==> config.mk <==
export PLATFORM = sky130hd
export DESIGN_NAME = hi_lo_unit
export DESIGN_NICKNAME = d
export VERILOG_FILES = /design/src/rtl/hilo_pkg.sv /design/src/rtl/div32_seq.sv /design/src/rtl/hi_lo_unit.sv
export SDC_FILE = /design/constraint.sdc
export NUM_CORES = 1
export LEC_CHECK = 0
export ABC_AREA = 1
export CORE_AREA = 2 2 91 93
export DETAILED_ROUTE_END_ITERATION = 6
export DIE_AREA = 0 0 93 95
export DONT_BUFFER_PORTS = 1
export PLACE_DENSITY = 0.59
export REMOVE_ABC_BUFFERS = 1
export SYNTH_ARGS = -nofsm -noshare
export SYNTH_HDL_FRONTEND = slang
export SYNTH_SLANG_ARGS = --single-unit
==> constraint.sdc <==
create_clock -name Clk -period 4.4 [get_ports Clk]
set_clock_uncertainty 0.2 [all_clocks]
set_input_delay 0.88 -clock Clk [delete_from_list [all_inputs] [get_ports Clk]]
set_output_delay 0.88 -clock Clk [all_outputs]
set_load 0.005 [all_outputs]
==> src/rtl/hilo_pkg.sv <==
// hilo_pkg -- shared definitions for the HI/LO register unit.
//   div_state_t : iterative divider FSM states (IDLE, RUN, DONE)
//   DIV_ITERS   : restoring-division iterations, one quotient bit each
//   DIV_ZERO_LO : LO value written on divide-by-zero
//   mag32       : two's-complement magnitude helper for signed operands
package hilo_pkg;

  typedef enum logic [1:0] {
    IDLE = 2'd0,
    RUN  = 2'd1,
    DONE = 2'd2
  } div_state_t;

  localparam int unsigned DIV_ITERS   = 32;
  localparam logic [31:0] DIV_ZERO_LO = 32'hFFFF_FFFF;

  // Magnitude of v when take_abs is set and v is negative; otherwise v.
  // 0x80000000 maps to itself, which is the correct unsigned magnitude.
  function automatic logic [31:0] mag32(input logic [31:0] v, input logic take_abs);
    return (take_abs && v[31]) ? (~v + 32'd1) : v;
  endfunction

endpackage

==> src/rtl/div32_seq.sv <==
// div32_seq -- sequential 32-bit restoring divider (DIV / DIVU).
//   clk, rst      : clock, asynchronous active-high reset
//   start         : launch; sampled only in IDLE together with signed_op, a, b
//   signed_op     : 1 = signed divide, 0 = unsigned divide
//   a, b          : dividend, divisor
//   busy          : registered, high whenever the FSM is not in IDLE
//   done          : high during DONE; quotient/remainder valid for writeback
//   quotient      : signed-corrected quotient (modulo 2^32)
//   remainder     : signed-corrected remainder (sign of dividend)
// Divide-by-zero bypasses RUN: quotient = all ones, remainder = dividend.
module div32_seq
  import hilo_pkg::*;
(
  input  logic        clk,
  input  logic        rst,
  input  logic        start,
  input  logic        signed_op,
  input  logic [31:0] a,
  input  logic [31:0] b,
  output logic        busy,
  output logic        done,
  output logic [31:0] quotient,
  output logic [31:0] remainder
);

  div_state_t  state, state_next;
  logic [4:0]  count;
  logic [31:0] quo;
  logic [31:0] rem;
  logic [31:0] dvsr;
  logic        neg_q;
  logic        neg_r;
  logic        last_iter;
  logic [32:0] rem_shift;
  logic [32:0] rem_diff;

  assign last_iter = (count == 5'(DIV_ITERS - 1));

  // Partial remainder always stays below the divisor, so rem_shift < 2*dvsr:
  // bit 32 of the difference is a clean borrow flag (set means "restore").
  always_comb begin
    rem_shift = {rem, quo[31]};
    rem_diff  = rem_shift - {1'b0, dvsr};
  end

  always_ff @(posedge clk or posedge rst) begin
    if (rst) begin
      state <= IDLE;
    end else begin
      state <= state_next;
    end
  end

  always_comb begin
    state_next = state;
    case (state)
      IDLE: begin
        if (start) begin
          state_next = (b == '0) ? DONE : RUN;
        end
      end
      RUN: begin
        if (last_iter) begin
          state_next = DONE;
        end
      end
      DONE:    state_next = IDLE;
      default: state_next = IDLE;
    endcase
  end

  always_ff @(posedge clk or posedge rst) begin
    if (rst) begin
      busy <= 1'b0;
    end else begin
      busy <= (state_next != IDLE);
    end
  end

  always_ff @(posedge clk or posedge rst) begin
    if (rst) begin
      count <= '0;
      quo   <= '0;
      rem   <= '0;
      dvsr  <= '0;
      neg_q <= 1'b0;
      neg_r <= 1'b0;
    end else begin
      case (state)
        IDLE: begin
          if (start) begin
            count <= '0;
            if (b == '0) begin
              // Raw pass-through with sign fix-up disabled.
              quo   <= DIV_ZERO_LO;
              rem   <= a;
              dvsr  <= b;
              neg_q <= 1'b0;
              neg_r <= 1'b0;
            end else begin
              quo   <= mag32(a, signed_op);
              rem   <= '0;
              dvsr  <= mag32(b, signed_op);
              neg_q <= signed_op & (a[31] ^ b[31]);
              neg_r <= signed_op & a[31];
            end
          end
        end
        RUN: begin
          if (!rem_diff[32]) begin
            rem <= rem_diff[31:0];
            quo <= {quo[30:0], 1'b1};
          end else begin
            rem <= rem_shift[31:0];
            quo <= {quo[30:0], 1'b0};
          end
          count <= count + 5'd1;
        end
        default: begin
        end
      endcase
    end
  end

  assign done      = (state == DONE);
  assign quotient  = neg_q ? (~quo + 32'd1) : quo;
  assign remainder = neg_r ? (~rem + 32'd1) : rem;

endmodule

==> src/rtl/hi_lo_unit.sv <==
// hi_lo_unit -- MIPS-style HI/LO register pair with optional iterative divider.
//   Clk, Rst   : clock, asynchronous active-high reset
//   HiLoEn     : multiply-family write, HI/LO <= HiLoWrite[63:32]/[31:0]
//   MthiEn     : HI <= MoveData
//   MtloEn     : LO <= MoveData
//   DivStart   : one-cycle DIV/DIVU launch with DivSigned, DivA, DivB
//   HiLoRead   : {HI, LO} straight from the registers
//   Busy       : divider active; all writes and launches are dropped meanwhile
// Build option: define HILO_DIV_EN to include the divider. Without it the
// divide inputs are ignored and Busy is constantly 0.
module hi_lo_unit
  import hilo_pkg::*;
(
  input  logic        Clk,
  input  logic        Rst,
  input  logic        HiLoEn,
  input  logic [63:0] HiLoWrite,
  input  logic        MthiEn,
  input  logic        MtloEn,
  input  logic [31:0] MoveData,
  input  logic        DivStart,
  input  logic        DivSigned,
  input  logic [31:0] DivA,
  input  logic [31:0] DivB,
  output logic [63:0] HiLoRead,
  output logic        Busy
);

  logic [31:0] hi, hi_next;
  logic [31:0] lo, lo_next;
  logic        div_busy;
  logic        div_done;
  logic [31:0] div_q;
  logic [31:0] div_r;

`ifdef HILO_DIV_EN
  div32_seq u_div (
    .clk       (Clk),
    .rst       (Rst),
    .start     (DivStart & ~div_busy),
    .signed_op (DivSigned),
    .a         (DivA),
    .b         (DivB),
    .busy      (div_busy),
    .done      (div_done),
    .quotient  (div_q),
    .remainder (div_r)
  );
`else
  logic unused_div_inputs;

  assign unused_div_inputs = ^{DivStart, DivSigned, DivA, DivB};
  assign div_busy          = 1'b0;
  assign div_done          = 1'b0;
  assign div_q             = '0;
  assign div_r             = '0;
`endif

  // Divider writeback wins outright; it only occurs while Busy is high, when
  // every other strobe is dropped anyway.
  always_comb begin
    hi_next = hi;
    lo_next = lo;
    if (div_done) begin
      hi_next = div_r;
      lo_next = div_q;
    end else if (!div_busy) begin
      if (HiLoEn) begin
        hi_next = HiLoWrite[63:32];
        lo_next = HiLoWrite[31:0];
      end else begin
        if (MthiEn) hi_next = MoveData;
        if (MtloEn) lo_next = MoveData;
      end
    end
  end

  always_ff @(posedge Clk or posedge Rst) begin
    if (Rst) begin
      hi <= '0;
      lo <= '0;
    end else begin
      hi <= hi_next;
      lo <= lo_next;
    end
  end

  assign HiLoRead = {hi, lo};
  assign Busy     = div_busy;

endmodule

**Run 1: the metal 3 layer**

Bar = 20 um.
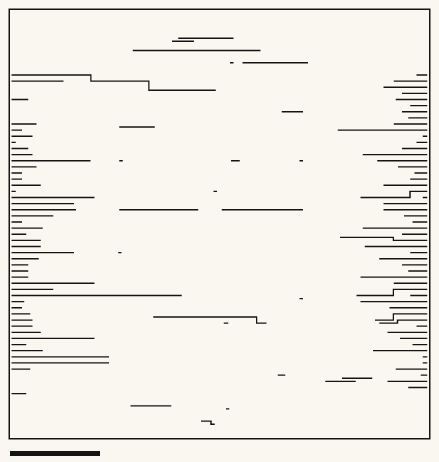
- nets with wire on the layer: 106
- longest straight run: 37.5 um
- share of all routed wire: 11%
- main direction: horizontal
total number of vias: 2,463
Final Routed Wirelength: 8300 um
M3 GR Usage: 8.14%

**Run 1: signal wires on met2**

Bar = 20 um.
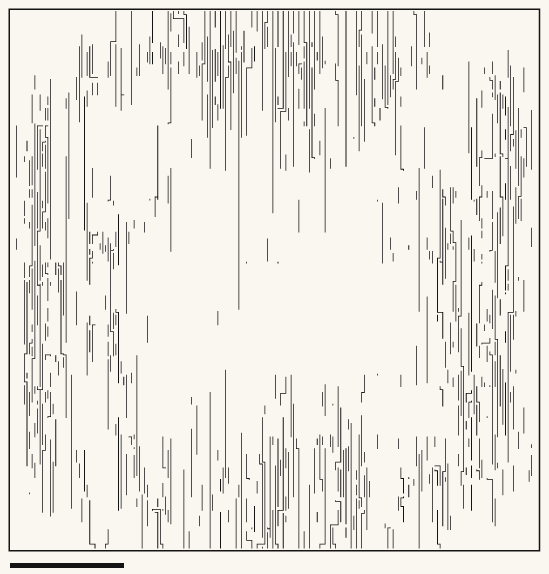
- nets with wire on the layer: 341
- wire length on this layer: 3,700 um
- main direction: vertical
met2 Resource Use GR: 30.8%

**Run 1: cell placement**

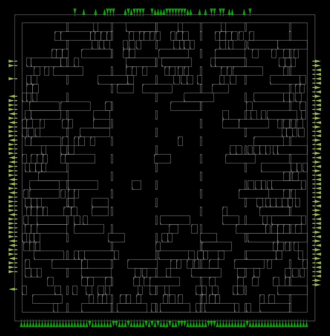
core utilization of the finished layout: 38.6%
area of the core region: 7930 um2
Seq cells: 64
sequential cell area share: 52.3%

==> run summary, run 1 <==
Implementation results.

The flow ran to the end, and the final reports show no timing, DRC or antenna violations. From left edge to right edge, the die measures 93 um. The share of synthesized area spent on multiplexers is 0%. The clock tree from TritonCTS is done.

In the layout the commonest cells are nand2_1, nand3_1, dfrtp_1. The routed design uses approximately 940 um of met3 wire. According to the floorplan report, the die height is ~95 um. The later pin in the worst-skew pair is clocked with a latency of roughly 0.33 ns. The highest cell delay on the worst timing path is roughly 0.77 ns. Among the stages of the critical path, the cell type that occurs most often is nand3_1. The synthesis area per yosys is ~2900 um2. Per the OpenROAD power report, leakage power amounts to between 0.001 and 0.0015 uW. The clock-pin slew reported for the worst setup and hold paths after clock tree synthesis is ~0.070 ns. The kind of start point of the critical path is an input pin.

The final weighted congestion recorded by global placement is about 0.69. The net count of the finished layout is slightly above 500. The type of the most critical hold path is reg -> reg. In this run, the number of DRC markers left after iteration 0 of detailed routing was roughly 110. The per-instance average area after synthesis is 8.12 um2. Dividing total power by cell area gives a power density of 402 nW/um2. The signal on the critical path passes through inv_2, nand3_1, nand3_1. Total global-route track usage over all layers is 19.0%. The final report lists a non-filler cell total of 446. The endpoint kind of the worst setup timing path is a flip-flop. The number of warnings the tools reported is 91.

The run reported a max-capacitance violation count of 0. Together, buffers and inverters on the worst path number 1. The number of buffers added on ports is 0. Gates resized during post-CTS repair numbered 0.

The iteration count recorded for the first detailed-route pass is 4. The total congestion overflow after global routing is 0. For the pin with the worst max-slew slack, the measured transition is between 1 and 1.5 ns. The global-route wire length before repair is 12,700 um.

IR analysis of the VDD net gives a maximum drop of between 100 and 150 uV. The arrival time at the worst endpoint is between 2 and 2.5 ns. In this run, the synthesized area fraction spent on and/or/nand/nor cells is recorded as about two fifths. The ratio of routed vias to standard cells is around 5.5. The setup fix buffers added after clock tree synthesis is 0. The sequential group share of total power is 56.1%. The routed design shows a wire length per standard cell of 18.6 um. The maximum buffer depth of the clock tree is 2.

The die covers 8840 um2. The post-synthesis instance area is ~2900 um2. The number of library cell types mapped by synthesis is 10.

The HPWL after detailed placement is about 5400 um. The total negative slack is 0 ns. The switching power share of the total is a little over a quarter. The internal portion of the total power is a little over 900 uW.

For reference, XOR and XNOR gates occupy 0% of the area reported after synthesis. The detailed-routing wirelength on met1 is roughly 3500 um. The register bit total from synthesis is roughly 64. The final number of hold-violating endpoints is 0.
run 1: per-layer routing:
| layer | up-vias | track usage (%) |
|---|---|---|
| met3 | 14 | 8.14 |
| met1 | 1179 | 22.7 |
| met4 | 0 | 6.74 |
| met2 | 133 | 30.8 |
| li1 | 1137 | - |
| met5 | - | 0 |
run 1: cells by family after synthesis:
kind of cell,count (synthesis)
DFF,64
buffers and inverters,30
and+or+nand+nor,258
other,1
run 1: registers in the layout, indices dropped and copies added (netlist names):
name and count:
lo 32, hi 32
run 1: synth_stat cells:
library cell | number | area share [%]
nand2_1 | 128 | 17
inv_1 | 1 | 0.13
dfrtp_1 | 64 | 56
clkbuf_1 | 13 | 1.7
nand3_1 | 128 | 22
buf_4 | 1 | 0.26
buf_2 | 14 | 2.4
conb_1 | 1 | 0.13
inv_2 | 1 | 0.13
nor2_1 | 2 | 0.26
run 1: final cells by class:
cell class | instances | area, um2 | share of cell area (%)
flip-flops and latches | 64 | 1600 | 52.3
inverters | 2 | 7.51 | 0.245
repair buffers | 3 | 22.5 | 0.736
well taps | 105 | 131 | 4.29
clock buffers | 12 | 155 | 5.07
multi-input cells | 259 | 1140 | 37.2
clock inverters | 1 | 5.00 | 0.164
run 1: final timing paths:
path / startpoint / end / cells past startpoint
setup / recovery: HiLoEn / hi[13] / 3
hold / removal: lo[14] / lo[14] / 2
setup reg to reg: lo[7] / lo[7] / 2
hold reg to reg: lo[14] / lo[14] / 2
max in group asynchronous: Rst / hi[15] / 2
min in group asynchronous: Rst / hi[6] / 1
run 1: through the flow:
| stage | hold slack, ns | cell area [um2] |
|---|---|---|
| after floorplan | 0.276 | 2740 |
| after global placement | 0.294 | 2900 |
| after detailed placement | 0.299 | 2900 |
| after CTS | 0.316 | 3060 |
| after global routing | 0.338 | 3060 |
| final | 0.309 | 3060 |
--- run 2 (diff from run 1) ---
CORE_AREA = 2 2 89 91   (was 2 2 91 93)
DIE_AREA = 0 0 91 93   (was 0 0 93 95)
PLACE_DENSITY = 0.62   (was 0.59)
clock period = 1.78 ns   (was 4.4 ns; I/O delays follow)
==> run 2 against run 1 <==
Effect of this change: the flow now stops in clock tree synthesis (4_1_cts); synthesized cell count stayed put; synthesized area unchanged.
==> run summary, run 2 <==
Flow results follow.

The number of buffers created by CTS is 9. Buffers inserted to repair hold after CTS numbered just over 100. The floorplan has 32 rows. The synthesis area per yosys is 2870 um2 (unchanged). The terminating stage of the flow is clock tree synthesis (4_1_cts). The maximum level of the CTS H-tree is 3. Sorting the synthesized cells by area gives the leading types as dfrtp_1, nand3_1, nand2_1. Per the post-synthesis report, the number of cells in the design is around 350. The detailed placer's ending HPWL is 5120 um (-4.6%). The register bit total from synthesis is 64 (unchanged).

The portion of the post-synthesis area used by sequential elements is a little under three fifths. The count of clock tree sinks is 64. After synthesis, the most frequently instantiated cells are nand2_1, nand3_1, dfrtp_1, buf_2, clkbuf_1. The share of async-settable or async-resettable flops after synthesis came to 100% (unchanged).

Of all cell types, the one taking the most synthesized area is dfrtp_1. The share of the synthesized area in the top cell type is 55.8% (unchanged). The leading register cell type out of synthesis is dfrtp_1. The detailed placer reported the number of placed instances as ~430. The die boundary height is 93 um (-2.1%). The total of warnings raised by yosys is 0.

The count of library flops with an enable pin is 0 (unchanged). The tool reported: "[ERROR RSZ-0060] Max buffer count reached". The maximum buffer depth of the clock tree was 2 (unchanged). The number of buffers added on ports is 0 (unchanged). The per-instance average area after synthesis came to 8.12 um2 (unchanged).

The run stopped with a tool error. The cell resize tally after clock tree synthesis is 0 (unchanged). The share of the core area taken by cells at floorplan is between 30% and 40%. The setup fix buffers added after clock tree synthesis is 0 (unchanged). The number of library cell types mapped by synthesis is 10 (unchanged). 232 I/O pins were placed. The post-synthesis instance area is 2870 um2 (unchanged).

The post-placement setup slack is around 0.58 ns. The cell count listed in synth_stat.txt is about 350. The die width is 91 um (-2.2%).

Clock tree synthesis selected as its root buffer the cell clkbuf_8. The final weighted congestion in routability-driven placement is 0.749 (+7.8%).
run 2: cell counts after synthesis:
Identical to the previous run, type by type.
run 2: metrics by stage:
| stage | power (uW) | hold slack, ns | area, um2 | TNS, ns |
|---|---|---|---|---|
| 2_1_floorplan | 1900 | 0.276 | 2740 | -24.50 |
| 3_3_place_gp | 2000 | 0.142 | 2950 | 0 |
| 3_5_place_dp | 2010 | 0.146 | 2950 | 0 |
run 2: kinds of logic after synthesis:
group                  Yosys count  share of synthesized area [%]
and+or+nand+nor                258                           39.4
DFF                             64                           55.8
buffers and inverters           30                           4.67
other                            1                          0.131
--- run 3 (diff from run 2) ---
CORE_AREA = 2 2 91 93   (was 2 2 89 91)
DIE_AREA = 0 0 93 95   (was 0 0 91 93)
PLACE_DENSITY = not set   (was 0.62)
PLACE_DENSITY_LB_ADDON = 0.15   (was not set)
clock period = 2.31 ns   (was 1.78 ns; I/O delays follow)
**Run 3: cell classes on the final placement**

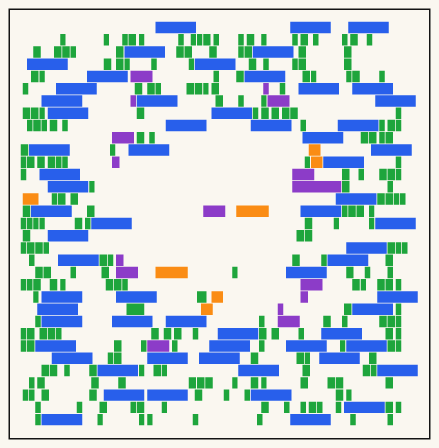
- purple: clock drivers and dummy loads (cells 16; share of their area 6.0%)
- blue: flip-flops (cells 64; share of their area 53%)
- green: all other logic (cells 261; share of their area 38%)
- orange: other buffers and delay cells (cells 7; share of their area 2.7%)
number of cell rows: 33
total non-filler cell area in the finished layout: 3140 um2
sequential cell area share: 51.0%
core utilization of the finished layout: 39.6%

==> run 3 against run 2 <==
Effect of this change: the flow now finishes without violations; synthesized cell count is the same; synthesized area stayed put.
==> run summary, run 3 <==
Implementation results.

The minimum clock period after layout is about 1.5 ns. The layout cell share with drive strength beyond 1 is under 10%. The effective utilization at floorplan is 36.2% (-1.9 points). The register bit total from synthesis came to 64 (unchanged).

The count of multi-input combinational gates is roughly 260. For hold timing, the worst endpoint is lo[28]. The cell count listed in synth_stat.txt came to 353 (unchanged). The setup fix buffers added after clock tree synthesis is 0 (unchanged). The number of buffers created by CTS is 9 (unchanged). Hold is met by 0.0437 ns.

The count of placed standard cells including taps is 436 (+0.93%). The maximum clock frequency is around 0.65 GHz. After synthesis, the most frequently instantiated cells are nand2_1, nand3_1, dfrtp_1, buf_2, clkbuf_1.

The maximum level of the CTS H-tree is 3 (unchanged). The filler-free cell count of the finished design is ~450. The total of warnings raised by yosys is 0 (unchanged). The number of library cell types mapped by synthesis is 10 (unchanged).

The remaining routing DRC violations is 0. Of all nets on the critical path, the largest fanout is 35. In the layout the commonest cells are nand2_1, nand3_1, dfrtp_1. The layout report lists the clock-cell share of area as under 10%.

The instance tally after logic synthesis came to 353 (unchanged). Ranked by total cell area, the synthesized netlist is headed by dfrtp_1, nand3_1, nand2_1. The die width is 93 um (+2.2%).

The net count of the finished layout is between 500 and 600. The maximum buffer depth of the clock tree came to 2 (unchanged). The number of warnings reported in the stage logs is 91.

Per the summary, power density relative to cell area is 777 nW/um2. The portion of the post-synthesis area used by sequential elements was 55.8% (unchanged). The share of async-settable or async-resettable flops after synthesis is 100% (unchanged). For reference, the final report shows the max-slew violation count at 0. The share of the synthesized area in the top cell type came to 55.8% (unchanged).

The count of library flops with an enable pin was 0 (unchanged). The fraction of final cell area spent on non-clock buffers in this run is under 10%. The top-level port count is 232 (unchanged).

The number of global-route vias before repair was 2,549. The post-placement setup slack is 0.842 ns (+0.260 ns). The per-instance average area after synthesis came to 8.12 um2 (unchanged).

Sequential cells placed in the final layout were counted as around 64. The repair_antennas step left the layout with diodes totalling 0. The count of clock tree sinks is 64 (unchanged). The first global-routing pass estimated 13,100 um of wire. The post-synthesis instance area came to 2870 um2 (unchanged). The leading register cell type out of synthesis is dfrtp_1. The clock tree from TritonCTS is done. The worst path meets setup with slightly below 0.8 ns of slack. The tool flagged a number of max-cap violations equal to 0. The synthesis area per yosys is 2870 um2 (unchanged).

The number of buffers added on ports is 0 (unchanged). The detailed placer's ending HPWL is 5420 um (+5.7%). Entering global routing, the biggest net connects 68 pins.

The kind of start point of the critical path is an input pin. The die boundary height came to 95 um (+2.2%). The count of final setup violators is 0. The run finished with clean final reports. The final weighted congestion in routability-driven placement came to 0.748 (-0.13%). The clock root buffer is clkbuf_8. The cell type with the largest total area is dfrtp_1.
[run 3: cell counts after synthesis]
Identical to the previous run, type by type.
[run 3: cell families (layout without fill, tap and decap cells)]
group         after synthesis  count (layout)  share of synthesized area, %
simple gates              258             258                          39.4
flops                      64              64                          55.8
other cells                 1               1                         0.131
buf+inv                    30              25                          4.67
[run 3: worst max path at each step]
stage	from	endpoint	slack (ns)	cells after the start
after floorplan	Rst	hi[0]	0.05	1
after global placement	HiLoEn	hi[18]	0.87	4
after CTS	Rst	lo[23]	0.75	3
after detailed placement	HiLoEn	hi[28]	0.84	4
final	Rst	hi[30]	0.78	3
after global routing	Rst	hi[1]	0.66	3
[run 3: through the flow]
step	power [uW]	area (um2)	utilization, %
2_1_floorplan	1460	2740	-
3_3_place_gp	1540	2950	37.2
3_5_place_dp	1550	2950	37.2
4_1_cts	2480	3140	39.6
5_1_grt	2570	3140	39.6
6_report	2440	3140	39.6
[run 3: worst max-delay path, stage by stage]
cell           delay [ns]
dlygate4sd3_1        0.55
inv_2                0.51
buf_12               0.30
[run 3: report_power, final]
| part | internal (uW) | total [uW] | switching, uW |
|---|---|---|---|
| clock | 495 | 923 | 428 |
| combinational | 83.5 | 206 | 122 |
| sequential | 1230 | 1310 | 86.6 |
| total | 1800 | 2440 | 637 |
[run 3: routing by layer]
metal,GRT usage [%],vias up,wire (um)
met1,24.2,1167,3540
met2,30.6,124,3680
li1,-,1146,-
met4,7.72,0,135
met3,8.06,11,980
met5,0,-,0
[run 3: timing repair]
item	4_1_cts	5_1_grt
setup endpoints to repair	0	0
hold buffers	1	0
gates resized	0	0
endpoints found under the hold margin	29	0
Power is estimated from default activity; no workload was simulated.
